$ cat src/rtl/hps_sdram_port_arbiter.sv
// Round-robin arbiter that shares one HPS SDRAM Avalon-MM port between NUM_REQ
// fabric masters. Read return routing uses an in-order FIFO of requester IDs.
// MAX_PENDING must be a power of two and at least 2.
module hps_sdram_port_arbiter #(
    parameter  int NUM_REQ     = 4,
    parameter  int ADDR_W      = 32,
    parameter  int DATA_W      = 64,
    parameter  int MAX_PENDING = 8,
    localparam int BE_W        = DATA_W / 8,
    localparam int CNT_W       = $clog2(MAX_PENDING + 1)
) (
    input  logic                        clk_clk,
    input  logic                        reset_reset,
    input  logic [NUM_REQ-1:0]          req_read,
    input  logic [NUM_REQ-1:0]          req_write,
    input  logic [NUM_REQ*ADDR_W-1:0]   req_address,
    input  logic [NUM_REQ*DATA_W-1:0]   req_writedata,
    input  logic [NUM_REQ*BE_W-1:0]     req_byteenable,
    output logic [NUM_REQ-1:0]          req_waitrequest,
    output logic [DATA_W-1:0]           req_readdata,
    output logic [NUM_REQ-1:0]          req_readdatavalid,
    output logic [ADDR_W-1:0]           avm_address,
    output logic                        avm_read,
    output logic                        avm_write,
    output logic [DATA_W-1:0]           avm_writedata,
    output logic [BE_W-1:0]             avm_byteenable,
    input  logic                        avm_waitrequest,
    input  logic [DATA_W-1:0]           avm_readdata,
    input  logic                        avm_readdatavalid,
    output logic [CNT_W-1:0]            pending_count,
    output logic                        err_unexpected
);
    localparam int ID_W  = $clog2(NUM_REQ);
    localparam int PTR_W = $clog2(MAX_PENDING);

    typedef enum logic {IDLE, BUSY} state_t;

    state_t              state, state_nxt;
    logic [ID_W-1:0]     grant, grant_nxt, last_grant;
    logic [ID_W-1:0]     pick, cand;
    logic                found;
    logic [NUM_REQ-1:0]  eligible;

    logic [ID_W-1:0]     id_mem [MAX_PENDING];
    logic [PTR_W-1:0]    wr_ptr, rd_ptr;
    logic                fifo_full, fifo_empty;
    logic                push, pop, rd_ok, accept;
    logic                sel_read, sel_write;

    assign fifo_full  = (pending_count == CNT_W'(MAX_PENDING));
    assign fifo_empty = (pending_count == '0);
    assign eligible   = req_write | (req_read & {NUM_REQ{~fifo_full}});

    assign sel_read   = req_read[grant];
    assign sel_write  = req_write[grant];

    assign avm_address    = req_address[grant*ADDR_W +: ADDR_W];
    assign avm_writedata  = req_writedata[grant*DATA_W +: DATA_W];
    assign avm_byteenable = req_byteenable[grant*BE_W +: BE_W];

    // A return frees a slot in the same cycle, so a read may be pushed into a full FIFO then.
    assign pop   = avm_readdatavalid & ~fifo_empty & ~reset_reset;
    assign rd_ok = ~fifo_full | pop;
    assign push  = accept & avm_read;

    assign req_readdata = avm_readdata;

    // Round-robin search for the first eligible requester after last_grant.
    always_comb begin
        pick  = last_grant;
        cand  = '0;
        found = 1'b0;
        for (int k = 1; k <= NUM_REQ; k++) begin
            cand = ID_W'((int'(last_grant) + k) % NUM_REQ);
            if (!found && eligible[cand]) begin
                pick  = cand;
                found = 1'b1;
            end
        end
    end

    // Next state, grant capture and command strobes; reset silences the port immediately.
    always_comb begin
        state_nxt = state;
        grant_nxt = grant;
        avm_read  = 1'b0;
        avm_write = 1'b0;
        accept    = 1'b0;
        case (state)
            IDLE: begin
                if (|eligible) begin
                    grant_nxt = pick;
                    state_nxt = BUSY;
                end
            end
            BUSY: begin
                if (sel_write) begin
                    avm_write = 1'b1;
                end else if (sel_read && rd_ok) begin
                    avm_read = 1'b1;
                end
                if (!sel_write && !sel_read) begin
                    state_nxt = IDLE;
                end else if ((sel_write || (sel_read && rd_ok)) && !avm_waitrequest) begin
                    accept    = 1'b1;
                    state_nxt = IDLE;
                end
            end
            default: state_nxt = IDLE;
        endcase
        if (reset_reset) begin
            avm_read  = 1'b0;
            avm_write = 1'b0;
            accept    = 1'b0;
        end
    end

    // Per-requester handshakes: stall everyone except the accepted grant; steer returns.
    always_comb begin
        req_waitrequest   = '1;
        req_readdatavalid = '0;
        if (accept) begin
            req_waitrequest[grant] = 1'b0;
        end
        if (pop) begin
            req_readdatavalid[id_mem[rd_ptr]] = 1'b1;
        end
    end

    // Arbitration state registers.
    always_ff @(posedge clk_clk) begin
        if (reset_reset) begin
            state      <= IDLE;
            grant      <= '0;
            last_grant <= ID_W'(NUM_REQ - 1);
        end else begin
            state <= state_nxt;
            grant <= grant_nxt;
            if (accept) begin
                last_grant <= grant;
            end
        end
    end

    // Read-ID FIFO and outstanding count.
    always_ff @(posedge clk_clk) begin
        if (reset_reset) begin
            wr_ptr        <= '0;
            rd_ptr        <= '0;
            pending_count <= '0;
        end else begin
            if (push) begin
                id_mem[wr_ptr] <= grant;
                wr_ptr         <= wr_ptr + 1'b1;
            end
            if (pop) begin
                rd_ptr <= rd_ptr + 1'b1;
            end
            if (push && !pop) begin
                pending_count <= pending_count + 1'b1;
            end else if (pop && !push) begin
                pending_count <= pending_count - 1'b1;
            end
        end
    end

    // Sticky flag for a read return with no outstanding read to route it to.
    always_ff @(posedge clk_clk) begin
        if (reset_reset) begin
            err_unexpected <= 1'b0;
        end else if (avm_readdatavalid && fifo_empty) begin
            err_unexpected <= 1'b1;
        end
    end

endmodule

$ cat config.mk
export PLATFORM = sky130hd
export DESIGN_NAME = hps_sdram_port_arbiter
export DESIGN_NICKNAME = d
export VERILOG_FILES = /design/src/rtl/hps_sdram_port_arbiter.sv
export SDC_FILE = /design/constraint.sdc
export NUM_CORES = 1
export LEC_CHECK = 0
export CORE_AREA = 4 4 263 265
export CTS_CLUSTER_DIAMETER = 40
export DETAILED_ROUTE_END_ITERATION = 10
export DIE_AREA = 0 0 267 269
export GPL_TIMING_DRIVEN = 0
export SYNTH_ARGS = -nofsm -noshare
export SYNTH_HDL_FRONTEND = slang
export SYNTH_SLANG_ARGS = --single-unit
$ cat constraint.sdc
create_clock -name clk_clk -period 7.9 [get_ports clk_clk]
set_input_delay 1.58 -clock clk_clk [delete_from_list [all_inputs] [get_ports clk_clk]]
set_output_delay 1.58 -clock clk_clk [all_outputs]
set_load 0.02 [all_outputs]
### M1 wires, run 1

Drawn at 2 px/µm. Supply wires on this layer in gray. Cells faint in the background.
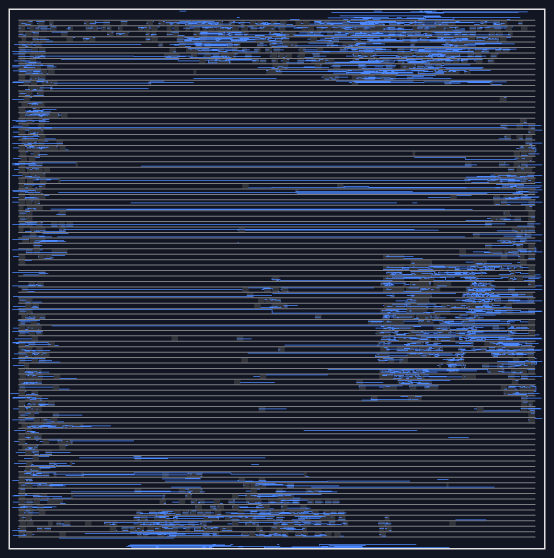
- wire length on this layer: 16100 µm
- main direction: horizontal
- share of all routed wire: 39%
- nets with wire on the layer: 1297

### Met2 routing, run 1

Drawn at 2 px/µm.
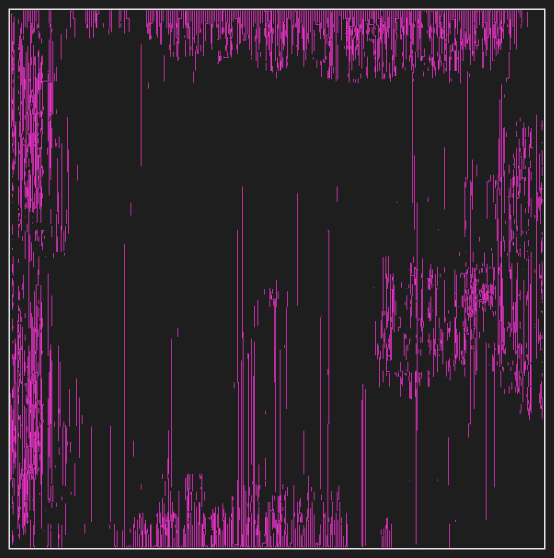
- main direction: vertical
- wire length on this layer: 18900 µm
- longest straight run: 152 µm
- nets with wire on the layer: 1370
count of vias placed by the detailed router: 6106
GR Layer Usage met2: 16.2%

==> ds_physical_params.txt, run 1 <==
Table: implementation figures

Parameter                              Value

Synthesis
  Async S/R FF share, synth    0%
  Area fraction of the dominant cell type after synthesis    51.5%
  Chip area line of the yosys report    4810 µm²
  Instance count of the mapped netlist    364
  Adder Share, Synth    1.72%
  Number of library cell types mapped by synthesis    51
  Flip-flops with a built-in enable    16

Die
  Floorplan core density    7.19%

Routing
  DR vias/cell    3.28
  Antenna Violating Nets Remaining    0

Global routing
  GRT busiest layer    met2
  Overall routing resource usage    10.6%
  Global-route track usage on met1    12.6%
  Largest net degree at the start of global routing    12

Power
  Power spent charging and discharging nets    0.000644 W
  Static leakage    4.10 nW

Final layout
  Ratio of cells with drive above 1 in the final layout    21.3%
  Largest cell class by area    non-clock buffers
  Top Registers    id_mem (16), pending_count (4)

STA
  Actual transition at the worst max-transition pin    1.01 ns

CTS
  Clock Latency Late Sink    0.28 ns
  Number of buffers created by CTS    5

Placement
  RePlAce Congestion    0.886

Critical path
  Terminus of the critical flop-to-flop path    pending_count[3]$_SDFFE_PP0P_
  Crit path DAT    3.90 ns
  Slowest stage delay, CP    0.60 ns

Run status
  Status    finished, final reports clean
### M3 wires, run 1

Drawn at 2 px/µm. Cells faint in the background.
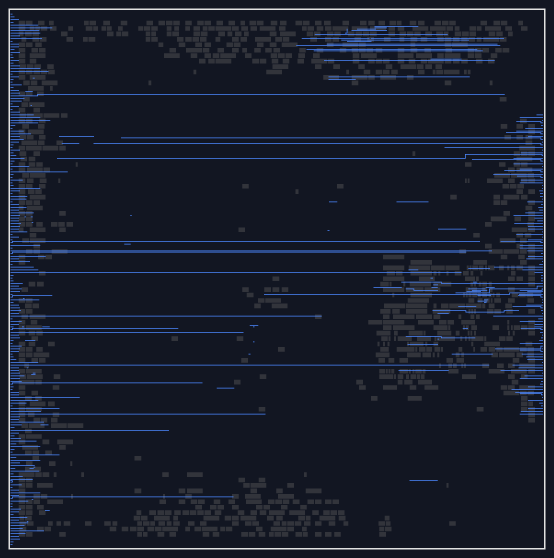
- wire length on this layer: 6260 µm
- share of all routed wire: 15%
- main direction: horizontal

### Met4 routing, run 1

Drawn at 1.5 px/µm. Supply wires on this layer in gray. Cells faint in the background.
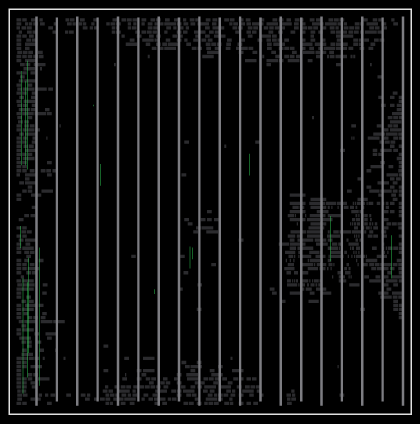

==> inputs of run 2 (changes only) <==
Settings changed: CORE_AREA 4 4 263 265 to 4 4 259 261, DIE_AREA 0 0 267 269 to 0 0 263 265.
Clock period 7.9 ns to 4.41 ns, I/O delays scaled along.
### Met4 routing, run 2

Drawn at 1.5 px/µm. Supply wires on this layer in gray. Cells faint in the background.
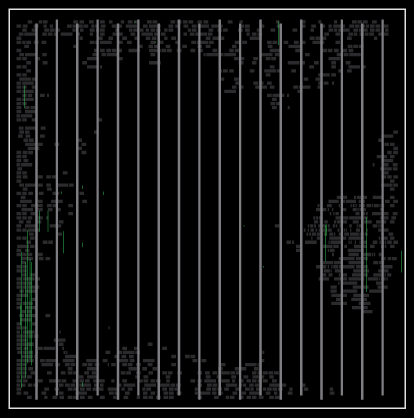
- wire length on this layer: 586 µm
- nets with wire on the layer: 24
- share of all routed wire: 1.4%
- longest straight run: 90.4 µm
- main direction: vertical
count of vias placed by the detailed router: 6278
wire length reported by the detailed router: 43.5 mm

### M1 wires, run 2

Drawn at 2 px/µm. Supply wires on this layer in gray. Cells faint in the background.
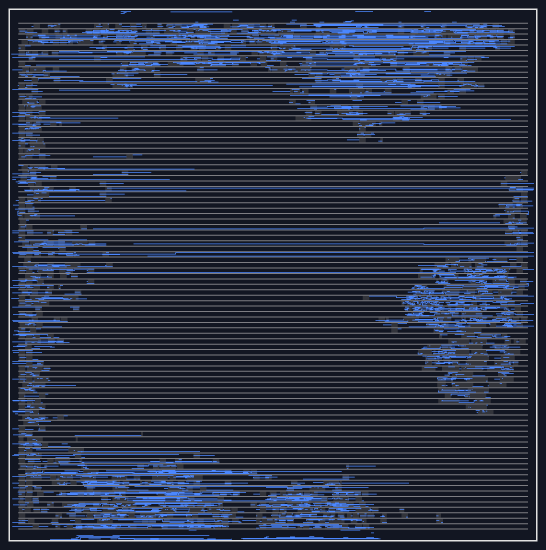
- longest straight run: 213 µm
- share of all routed wire: 38%

==> ds_physical_params.txt, run 2 <==
Table: implementation figures

Parameter                              Value

Placement
  RePlAce Congestion    0.970

Synthesis
  Mean area per synthesized cell    13.2 µm²
  Chip area line of the yosys report    4810 µm²
  Async S/R FF share, synth    0%
  Number of library cell types mapped by synthesis    51
  Flip-flops with a built-in enable    16

Critical path
  Terminus of the critical flop-to-flop path    pending_count[3]$_SDFFE_PP0P_
  Crit path DAT    3.24 ns

Final layout
  Ratio of cells with drive above 1 in the final layout    21.4%
  Final non-clock buffer share    55.4%
  Top Registers    id_mem (16), pending_count (4)
  Most instantiated logic cell after routing    sky130_fd_sc_hd__clkdlybuf4s50_1

Global routing
  Overall routing resource usage    11.5%
  GRT busiest layer    met2
  Global-route track usage on met1    14.0%
  Largest net degree at the start of global routing    13

CTS
  Buffer cell driving the clock tree root    sky130_fd_sc_hd__clkbuf_16
  Number of buffers created by CTS    5
  Clock Latency Late Sink    0.28 ns

Routing
  Antenna Violating Nets Remaining    0
  DR vias/cell    3.40

STA
  Worst slack on hold paths    0.467 ns
  Actual transition at the worst max-transition pin    0.865 ns

Min path
  Hold Path Sink    err_unexpected$_SDFFE_PP0P_

Power
  Power spent charging and discharging nets    0.00111 W
  Design Power    0.00286 W
  Static leakage    4.11 nW
  Proportion of power drawn by combinational gates    73.6%

Run status
  Status    finished, final reports clean
Power figures rest on the tool's default switching activity, not on a simulated workload.
